==> src/rtl/posit_pkg.sv <==
// posit_pkg: shared constants and stage-1 record for posit32 (es=3) to fp32 conversion
package posit_pkg;
  localparam int FS = 26;
  localparam int RS = 6;
  localparam int ES = 3;
  localparam int FP32_BIAS = 127;
  localparam logic [31:0] FP32_QNAN = 32'h7FC0_0000;
  localparam logic [31:0] FP32_MAXF = 32'h7F7F_FFFF;
  typedef struct packed {
    logic        sign;
    logic        nar;
    logic        zero;
    logic [9:0]  scale;
    logic [22:0] mant;
    logic [2:0]  grs;
  } s1_t;
endpackage

==> src/rtl/fp32_round_pack.sv <==
// fp32_round_pack: round-to-nearest-even on mantissa+GRS, pack to binary32, saturate at max finite
module fp32_round_pack
  import posit_pkg::*;
(
  input  logic              sign_i,
  input  logic signed [9:0] exp_i,
  input  logic [22:0]       mant_i,
  input  logic [2:0]        grs_i,
  output logic [31:0]       fp32_o,
  output logic              ovf_o
);
  logic              rnd_up;
  logic              carry;
  logic [22:0]       mant_r;
  logic signed [9:0] exp_r;
  always_comb begin
    rnd_up = grs_i[2] & (grs_i[1] | grs_i[0] | mant_i[0]);
    {carry, mant_r} = {1'b0, mant_i} + 24'(rnd_up);
    exp_r = exp_i + 10'(carry);
    ovf_o = exp_r >= 10'sd255;
    fp32_o = ovf_o ? {sign_i, FP32_MAXF[30:0]} : {sign_i, exp_r[7:0], mant_r};
  end
endmodule

==> src/rtl/posit32_to_fp32.sv <==
// posit32_to_fp32: 2-stage pipeline converting decoded posit32 fields to IEEE-754 binary32.
// Define POSIT_FP32_SUBNORM_EN to emit denormals instead of flushing E <= 0 to signed zero.
module posit32_to_fp32 #(
  parameter int FS = posit_pkg::FS,
  parameter int RS = posit_pkg::RS
) (
  input  logic          clk,
  input  logic          rst,
  input  logic          in_valid,
  output logic          in_ready,
  input  logic          sign,
  input  logic [RS-1:0] regi,
  input  logic [2:0]    expo,
  input  logic [FS-1:0] frac,
  input  logic          allzero,
  input  logic          inf,
  output logic          out_valid,
  input  logic          out_ready,
  output logic [31:0]   fp32,
  output logic          ovf,
  output logic          unf
);
  import posit_pkg::*;
  s1_t               s1_q, s1_d;
  logic              s1_valid_q, s1_valid_d, s2_valid_q, s2_valid_d;
  logic [31:0]       fp32_q, fp32_d;
  logic              ovf_q, ovf_d, unf_q, unf_d;
  logic              s2_adv, ld2, sub;
  logic signed [9:0] e, rp_exp;
  logic [22:0]       rp_mant;
  logic [2:0]        rp_grs;
  logic [31:0]       rp_fp32, sub_fp32;
  logic              rp_ovf;
  assign s2_adv   = !s2_valid_q | out_ready;
  assign in_ready = !s1_valid_q | s2_adv;
  always_comb begin
    s1_valid_d = in_ready ? in_valid : s1_valid_q;
    s1_d = (in_ready && in_valid) ? s1_t'{
      sign:  sign,
      nar:   inf,
      zero:  allzero,
      scale: (10'($signed(regi)) <<< 3) + 10'(expo),
      mant:  frac[FS-1 -: 23],
      grs:   {frac[FS-24], frac[FS-25], |frac[FS-26:0]}
    } : s1_q;
  end
  assign e   = $signed(s1_q.scale) + 10'(FP32_BIAS);
  assign sub = e <= 10'sd0;
`ifdef POSIT_FP32_SUBNORM_EN
  logic [9:0]  sh;
  logic [4:0]  shv;
  logic [26:0] v;
  logic [25:0] sv;
  logic        lost;
  // {1,mant,grs} >> (1-E); everything shifted past bit 0 collapses into sticky
  always_comb begin
    sh = 10'd1 - e;
    shv = (sh > 10'd27) ? 5'd27 : sh[4:0];
    v = {1'b1, s1_q.mant, s1_q.grs};
    sv = 26'(v >> shv);
    lost = |(v & ~(27'h7FF_FFFF << shv));
    rp_exp = sub ? 10'sd0 : e;
    rp_mant = sub ? sv[25:3] : s1_q.mant;
    rp_grs = sub ? {sv[2:1], sv[0] | lost} : s1_q.grs;
  end
  assign sub_fp32 = rp_fp32;
`else
  assign rp_exp   = e;
  assign rp_mant  = s1_q.mant;
  assign rp_grs   = s1_q.grs;
  assign sub_fp32 = {s1_q.sign, 31'b0};
`endif
  fp32_round_pack u_pack (
    .sign_i (s1_q.sign),
    .exp_i  (rp_exp),
    .mant_i (rp_mant),
    .grs_i  (rp_grs),
    .fp32_o (rp_fp32),
    .ovf_o  (rp_ovf)
  );
  always_comb begin
    s2_valid_d = s2_adv ? s1_valid_q : s2_valid_q;
    ld2 = s2_adv & s1_valid_q;
    fp32_d = !ld2 ? fp32_q : s1_q.nar ? FP32_QNAN : s1_q.zero ? 32'd0 : sub ? sub_fp32 : rp_fp32;
    ovf_d = ld2 ? (!s1_q.nar & !s1_q.zero & !sub & rp_ovf) : ovf_q;
    unf_d = ld2 ? (!s1_q.nar & !s1_q.zero & sub) : unf_q;
  end
  always_ff @(posedge clk) begin
    if (rst) begin
      s1_valid_q <= 1'b0;
      s1_q       <= '0;
      s2_valid_q <= 1'b0;
      fp32_q     <= '0;
      ovf_q      <= 1'b0;
      unf_q      <= 1'b0;
    end else begin
      s1_valid_q <= s1_valid_d;
      s1_q       <= s1_d;
      s2_valid_q <= s2_valid_d;
      fp32_q     <= fp32_d;
      ovf_q      <= ovf_d;
      unf_q      <= unf_d;
    end
  end
  assign out_valid = s2_valid_q;
  assign fp32      = fp32_q;
  assign ovf       = ovf_q;
  assign unf       = unf_q;
endmodule

==> config.mk <==
export PLATFORM = sky130hd
export DESIGN_NAME = posit32_to_fp32
export DESIGN_NICKNAME = d
export VERILOG_FILES = /design/src/rtl/posit_pkg.sv /design/src/rtl/fp32_round_pack.sv /design/src/rtl/posit32_to_fp32.sv
export SDC_FILE = /design/constraint.sdc
export NUM_CORES = 1
export LEC_CHECK = 0
export CAP_MARGIN = 10
export CORE_ASPECT_RATIO = 1.25
export CORE_MARGIN = 2
export CORE_UTILIZATION = 34
export DETAILED_ROUTE_END_ITERATION = 7
export GPL_TIMING_DRIVEN = 0
export SLEW_MARGIN = 20
export SYNTH_ARGS = -nofsm -noshare
export SYNTH_HDL_FRONTEND = slang
export SYNTH_SLANG_ARGS = --single-unit
export TNS_END_PERCENT = 5
==> constraint.sdc <==
create_clock -name clk -period 3.21 [get_ports clk]
set_input_delay 0.4815 -clock clk [delete_from_list [all_inputs] [get_ports clk]]
set_output_delay 0.4815 -clock clk [all_outputs]
set_load 0.005 [all_outputs]
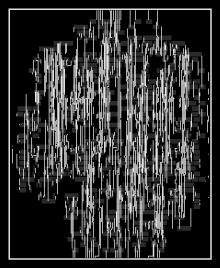
**Above:** run 1 (the metal 2 layer).
(2 px per um) Cells faint in the background.
nets with wire on the layer = 536
main direction = vertical
share of all routed wire = 52%
wire length on this layer = 6130 um
longest straight run = 56.8 um
via count: 3853
final WL: 11700 um
grt met2 use: 35.9%

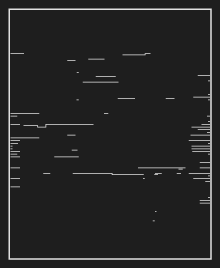
**Above:** run 1 (met3 routing).
(2 px per um)
nets with wire on the layer = 57
main direction = horizontal
met3 GRT Util: 3.54%

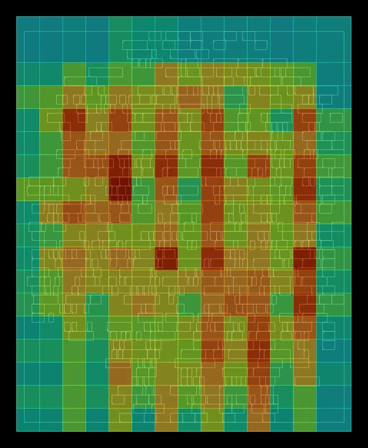
**Above:** run 1 (track usage over the die).
Final Util: 47.9%
met1 Track Usage GR: 22.8%

==> flow_summary_export.csv, run 1 <==
group,metric,value,unit
grt,grt_max_degree,12,
worst_setup_path,cp.required,3.43,ns
yosys,yosys.stat.seqShare,37.7,%
final_layout,clock_area_share,4.98,%
die,pin_count,78,
yosys,aoi_share,24.9,%
die,die-area,12400,um^2
worst_setup_path,r2r_slack,-0.24,ns
final_layout,comb-cell-share,45.3,%
yosys,logic_family,"simple AND/OR/NAND/NOR gates",
worst_setup_path,start_kind,"flop",
worst_setup_path,critPathMaxFanout,10,
worst_setup_path,rr_endpoint,"fp32[23]$_SDFFE_PP0P_",
grt,grt_overflow,0,
final_layout,finalInstanceArea,5360,um^2
power,power.density,440,nW/um^2
drt,wl_met1,5030,um
cts,cts_tree,"yes",
placement,place_inst,709,
yosys,ys_sh_adder,1.59,%
die,tapCellCount,135,
yosys,enable_flop_cells,0,
timing,fin_skew,0.00597,ns
placement,portBuffers,76,
timing,fin_ws,-0.243,ns
run_status,violations,"negative setup slack",
yosys,synth.ff_latch_count,74,
cts,clk_pin_slew_worst_paths,0.06,ns
final_layout,register_area,1500,um^2
timing,fmax,290,MHz
drt,met2_length,6130,um
worst_setup_path,cp_num_cells,13,
grt,first_global_vias,3814,
hold_path,hold_class,"reg2reg",
final_layout,num-fill-cells,1130,
grt,antenna_found_initial,0,
drt,avgRoutedWirePerCell,16.1,um
yosys,syn_area,3930,um^2
cts,cts_max_level,3,
yosys,synthMuxAreaShare,0.255,%
placement,dp_slack,-0.536,ns
power,total_power,0.00236,W
placement,placed_area,4920,um^2
cts,numCtsBuffers,9,
timing,setup_violations,30,
timing,finalCritPeriodShare,108,%
power,ir_worst_vdd,223,uV
yosys,ys_chip_area,3930,um^2
yosys,floorplan.nets,545,
hold_path,whs_endpoint,"rp_grs[0]$_SDFFE_PP0P_",
worst_setup_path,worstPathCellList,"nand3_4 > or3_4 > or3_4 > nor3_4 > ha_2 > ha_4 > inv_2 > o211ai_1 > or4b_4 > o2111ai_4 > a311oi_4 > buf_6 > a41o_1",
run_status,status,"finished with violations",
drt,drc,0,
drt,dr.pass1.iters,4,
worst_setup_path,crit_start,"rp_mant[11]$_SDFFE_PP0P_",
hold_path,whs_path_depth,2,
final_layout,nNonClkInverters,11,
yosys,yosys-top-cells-count,"114 x nand2_1, 74 x dfxtp_1, 62 x a21oi_1",
final_layout,seq_share,28.1,%
grt,busiest_layer,"met2",
hold_path,hold_start,"rp_grs[0]$_SDFFE_PP0P_",
worst_setup_path,crit_arrival,3.68,ns
yosys,synthFlopType,"dfxtp_1",
worst_setup_path,cp-endpoint,"fp32[23]$_SDFFE_PP0P_",
worst_setup_path,reg2reg_depth,13,
yosys,ys_async_sr_fraction,0,%
grt,grt_first_pass_wirelength,18900,um
cts,cts_root_buf,"clkbuf_16",
timing,finalHoldViolations,0,
final_layout,final_layout_size_suffix_gt1_share,12.8,%
yosys,synth_area_leader_cell,"dfxtp_1",
yosys,ys_sh_simple,25.0,%
yosys,synth_stat.cells,498,
final_layout,ff_count,74,
placement,place_congestion,0.957,
final_layout,logic_area,2430,um^2
yosys,synth.distinct_cells,56,
timing,setup_tns,-6.16,ns
worst_setup_path,r2r_start,"rp_mant[11]$_SDFFE_PP0P_",
## run 1: report_power, final
part	leakage (nW)	switching [W]	internal, W	total (W)
logic	1.06	0.000234	0.000196	0.000430
registers	0.611	0.0000407	0.000964	0.00101
clock network	0.127	0.000377	0.000545	0.000922
## run 1: worst reg2reg max path, delay by kind of cell (launching register included)
| family | cells | cell delay, ns |
|---|---|---|
| buffers and inverters | 2 | 0.26 |
| adder cells (fa/ha/maj) | 2 | 0.41 |
| flip-flops | 1 | 0.37 |
| AND/OR/NAND/NOR | 5 | 1.60 |
| AND-OR/OR-AND | 4 | 0.71 |
## run 1: placed cells by master, fill, tap and decap left out, drive strengths merged, types with 3 or more instances in the layout
| cell | count |
|---|---|
| inv | 11 |
| xnor2 | 16 |
| nor4 | 4 |
| a31oi | 4 |
| a311oi | 5 |
| a2111oi | 4 |
| nand3 | 8 |
| and3 | 5 |
| nand2 | 114 |
| or3 | 5 |
| a221oi | 21 |
| dfxtp | 74 |
| or4 | 3 |
| nor2 | 37 |
| xor2 | 10 |
| nand4 | 3 |
| o21a | 4 |
| nand2b | 3 |
| nor2b | 8 |
| nor3 | 9 |
| o21ai | 12 |
| ha | 5 |
| clkbuf | 46 |
| clkdlybuf4s50 | 76 |
| buf | 8 |
| a22oi | 3 |
| a21o | 3 |
| a21oi | 62 |
| nand3b | 3 |
## run 1: state kept, by name, indices dropped and copies added (netlist names)
name	count
unf	1
rp_grs	3
rp_mant	23
out_valid	1
s1_q	12
s1_valid_q	1
fp32	32
ovf	1
## run 1: repair_timing
| item | in CTS | in global routing |
|---|---|---|
| hold buffers | 0 | 0 |
| setup endpoints to repair | 32 | 32 |
| pin swaps | 22 | 7 |
| hold endpoints to repair | 0 | 0 |
| resized | 22 | 10 |
| setup buffers | 4 | 0 |
==> inputs of run 2 (changes only) <==
- ABC_AREA: default -> 0
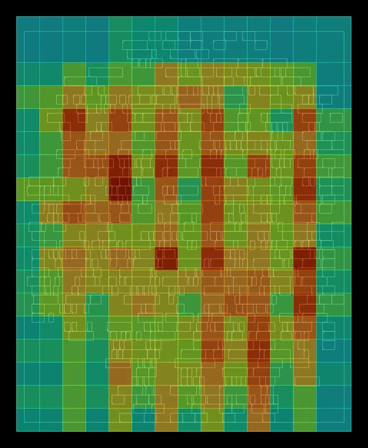
**Above:** run 2 (track usage over the die).
GRT Overall Usage: 19.5%
wire length per cell: 16.1 um
GRT busiest layer: met2

==> run 2 against run 1 <==
Effect of this change:
- via count stayed put
- sequential cell count stayed put
- synthesized cell count did not move
- the flow still finishes with violations (negative setup slack)
- wire length unchanged
- sequential power is essentially flat
- count of clock-buffer cells in the layout unchanged
- combinational power hardly changed
- critical path depth did not move
==> flow_summary_export.csv, run 2 <==
group,metric,value,unit
cts,cts_root_buf,"clkbuf_16",
drt,num_vias,3853,
drt,totalWireLength,11700,um
yosys,synth.distinct_cells,56,
grt,first_global_vias,3814,
cts,clk_pin_slew_worst_paths,0.06,ns
grt,grt_util_met3,3.54,%
final_layout,mostFrequentLayoutCells,"114 x nand2_1, 76 x clkdlybuf4s50_1, 64 x dfxtp_1",
run_status,status,"finished with violations",
drt,met2_length,6130,um
power,power.switching,0.000652,W
cts,cts_tree,"yes",
worst_setup_path,worstPathCellList,"nand3_4 > or3_4 > or3_4 > nor3_4 > ha_2 > ha_4 > inv_2 > o211ai_1 > or4b_4 > o2111ai_4 > a311oi_4 > buf_6 > a41o_1",
final_layout,largest_reg_flops,32,
placement,place_inst,709,
worst_setup_path,cp.required,3.43,ns
timing,fin_ws,-0.243,ns
grt,grt_first_pass_wirelength,18900,um
yosys,synth_area_leader_cell,"dfxtp_1",
placement,place_congestion,0.957,
worst_setup_path,start_kind,"flop",
timing,setup_violations,30,
placement,placed_area,4920,um^2
cts,cts_max_level,3,
timing,fin_skew,0.00597,ns
run_status,violations,"negative setup slack",
yosys,synth.ff_latch_count,74,
die,pin_count,78,
yosys,syn_area,3930,um^2
yosys,yosys.stat.seqShare,37.7,%
power,pwr-share-comb,18.2,%
yosys,ys_async_sr_fraction,0,%
placement,portBuffers,76,
final_layout,final_layout_size_suffix_gt1_share,12.8,%
worst_setup_path,critPathMaxFanout,10,
yosys,synthFlopType,"dfxtp_1",
cts,cts_hold_buf,0,
==> run 2: kinds of logic after synthesis <==
group,share of synthesized area [%]
multiplexers,0.255
AND-OR/OR-AND,24.9
XOR/XNOR,5.80
AND/OR/NAND/NOR,25.0
buffers and inverters,4.65
flip-flops,37.7
adder cells (fa/ha/maj),1.59
==> run 2: power by group through the flow <==
stage                     Clock [W]  Sequential (W)  Combinational [W]
after CTS                  0.000937         0.00101           0.000425
after global routing       0.000977         0.00101           0.000472
final                      0.000922         0.00101           0.000430
after global placement            0         0.00102           0.000396
after detailed placement          0         0.00102           0.000401
after floorplan                   0         0.00102           0.000242
==> run 2: through the flow <==
step,hold WS [ns],TNS (ns)
finish,0.454,-6.16
floorplan,0.436,-0.204
global route,0.478,-11.28
CTS,0.455,-5.48
detailed placement,0.447,-15.34
global placement,0.446,-15.85
==> run 2: area by class of cell <==
| type | instances | area [um^2] |
|---|---|---|
| Sequential cell | 74 | 1500 |
| Inverter | 11 | 41.3 |
| Timing Repair Buffer | 80 | 791 |
| Fill cell | 1130 | 5840 |
| Tap cell | 135 | 169 |
| Multi-Input combinational cell | 377 | 2430 |
| Clock inverter | 2 | 12.5 |
| Clock buffer | 14 | 254 |
| Buffer | 36 | 158 |
==> run 2: final timing paths <==
kind,startpoint,to,slack [ns],cells after the start
worst max register to register,rp_mant[11]$_SDFFE_PP0P_,fp32[23]$_SDFFE_PP0P_,-0.24,13
worst min register to register,rp_grs[0]$_SDFFE_PP0P_,rp_grs[0]$_SDFFE_PP0P_,0.45,2
worst max-delay path,rp_mant[11]$_SDFFE_PP0P_,fp32[23]$_SDFFE_PP0P_,-0.24,13
worst min-delay path,rp_grs[0]$_SDFFE_PP0P_,rp_grs[0]$_SDFFE_PP0P_,0.45,2
**Run 2: met3 routing**

(2 px per um)
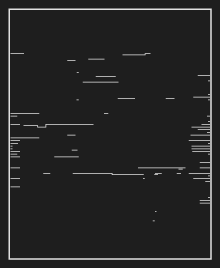

==> inputs of run 3 (changes only) <==
- CORE_UTILIZATION: 34 -> 35
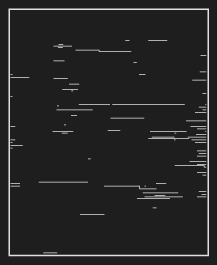
**Above:** run 3 (met3 routing).
(2 px per um)
main direction = horizontal
wire length on this layer = 536 um
longest straight run = 35.9 um
nets with wire on the layer = 61

==> run 3 against run 2 <==
Effect of this change:
- the flow still finishes with violations (negative setup slack)
- register-to-register slack got worse by 0.06 ns
- final cell count increased by 3.3%
- sequential cell count unchanged
- core utilization increased by 3.3 points
- maximum frequency decreased by 1.6%
- synthesized area unchanged
- largest power group unchanged
==> flow_summary_export.csv, run 3 <==
group,metric,value,unit
power,seqPwrFrac,40.3,%
cts,cts_max_level,3,
final_layout,num-fill-cells,1053,
power,pwr-share-comb,19.7,%
power,maxPowerGroup,"registers",
drt,num_vias,3992,
yosys,synth_area_leader_cell,"dfxtp_1",
drt,dr.pass1.iters,5,
worst_setup_path,worstPathCellList,"nand3_4 > or3_4 > or3_4 > nor3_4 > ha_4 > ha_4 > xnor2_2 > xnor2_2 > buf_4 > buf_4 > buf_4 > buf_4 > buf_4 > buf_4 > buf_4 > buf_4 > buf_4 > a311oi_2",
power,p_clk_share,40.0,%
worst_setup_path,crit_arrival,3.75,ns
timing,fin_ws,-0.298,ns
power,total_power,0.00249,W
timing,setup_violations,31,
final_layout,clock_area_share,5.07,%
worst_setup_path,reg2reg_depth,18,
power,intPower,0.00180,W
placement,place_congestion,0.865,
yosys,ys_chip_area,3930,um^2
final_layout,ff_count,74,
cts,cts_tree,"yes",
yosys,ys_async_sr_fraction,0,%
drt,drc,0,
die,pin_count,78,
run_status,violations,"negative setup slack",
run_status,status,"finished with violations",
worst_setup_path,start_kind,"flop",
grt,grt_first_pass_wirelength,19300,um
timing,setup_tns,-6.91,ns
timing,finalHoldViolations,0,
final_layout,buf_share,20.3,%
yosys,synthFlopType,"dfxtp_1",
placement,portBuffers,76,
grt,grt_util_met1,22.9,%
power,p_seq,0.00100,W
yosys,synth.distinct_cells,56,
placement,dp_slack,-0.918,ns
cts,clk_pin_slew_worst_paths,0.06,ns
die,tapCellCount,135,
worst_setup_path,rr_endpoint,"fp32[25]$_SDFFE_PP0P_",
final_layout,logic_area,2500,um^2
timing,fmax,285,MHz
final_layout,logic_gates,377,
yosys,yosys.stat.seqShare,37.7,%
hold_path,whs_endpoint,"rp_mant[15]$_SDFFE_PP0P_",
final_layout,final_layout_size_suffix_gt1_share,18.4,%
worst_setup_path,critPathMaxFanout,4,
power,ir_worst_vdd,272,uV
grt,antenna_found_initial,0,
final_layout,comb-cell-share,44.2,%
final_layout,clock_buffers,10,
final_layout,largest_class,"multi-input combinational cells",
drt,avgRoutedWirePerCell,16.3,um
grt,track_usage,20.5,%
placement,place_inst,709,
final_layout,postLayoutCoreUtil,51.2,%
grt,grt_overflow,0,
yosys,floorplan.nets,545,
grt,first_global_vias,3875,
final_layout,largest_reg_flops,32,
timing,fin_skew,0.00555,ns
cts,numCtsBuffers,9,
grt,use_met2,38.3,%
timing,finalCritPeriodShare,109,%
final_layout,mostFrequentLayoutCells,"114 x nand2_1, 76 x clkdlybuf4s50_1, 61 x a21oi_1",
hold_path,hold_start,"rp_mant[15]$_SDFFE_PP0P_",
power,powerClk,0.000997,W
yosys,yosys-top-cells-count,"114 x nand2_1, 74 x dfxtp_1, 62 x a21oi_1",
grt,busiest_layer,"met2",
power,power.density,441,nW/um^2
yosys,synth_stat.cells,498,
grt,grt_max_degree,13,
hold_path,whs_path_depth,2,
yosys,synth.ff_latch_count,74,
yosys,enable_flop_cells,0,
yosys,syn_area,3930,um^2
timing,worst_hold_slack,0.459,ns
final_layout,register_area,1510,um^2
hold_path,hold_class,"reg2reg",
## run 3: cell count changes in the layout (fill, tap and decap cells not counted), sizes merged
| cell | previous run | this run |
|---|---|---|
| buf | 8 | 32 |
| clkbuf | 46 | 42 |
| clkinv | 1 | 4 |
| bufinv | 0 | 1 |
## run 3: how the worst max path moves through the flow
stage,slack (ns),end,cells after the start,startpoint
2_1_floorplan,-0.03,fp32[23]$_SDFFE_PP0P_,13,rp_mant[11]$_SDFFE_PP0P_
3_3_place_gp,-0.95,fp32[25]$_SDFFE_PP0P_,11,rp_grs[2]$_SDFFE_PP0P_
3_5_place_dp,-0.92,fp32[19]$_SDFFE_PP0P_,11,rp_grs[2]$_SDFFE_PP0P_
4_1_cts,-0.24,fp32[25]$_SDFFE_PP0P_,13,rp_mant[10]$_SDFFE_PP0P_
5_1_grt,-0.38,fp32[25]$_SDFFE_PP0P_,14,rp_mant[12]$_SDFFE_PP0P_
6_report,-0.30,fp32[25]$_SDFFE_PP0P_,18,rp_mant[10]$_SDFFE_PP0P_
## run 3: tightest hold or removal path, stage by stage (launching register included)
cell and delay, ns:
dfxtp_2 0.32, nand2_1 0.05, a21oi_1 0.05
## run 3: cells by family after synthesis
kind of cell | synth area share [%]
compound gates | 24.9
fa+ha+maj | 1.59
xor+xnor | 5.80
mux | 0.255
simple gates | 25.0
flops | 37.7
buf+inv | 4.65
## run 3: what timing repair did
item                                   in CTS  in global routing
resized                                    46                  9
setup endpoints to repair                  32                 32
hold buffers                                0                  0
setup buffers                              21                  4
cloned                                      3                  0
endpoints found under the hold margin       0                  0
pin swaps                                  35                  8
## run 3: layer usage
metal	share of wire [%]	vias up
li1	-	1988
met1	40	1882
met2	53	100
met3	4.4	22
met4	2.5	0
met5	0	-
Power figures rest on the tool's default switching activity, not on a simulated workload.
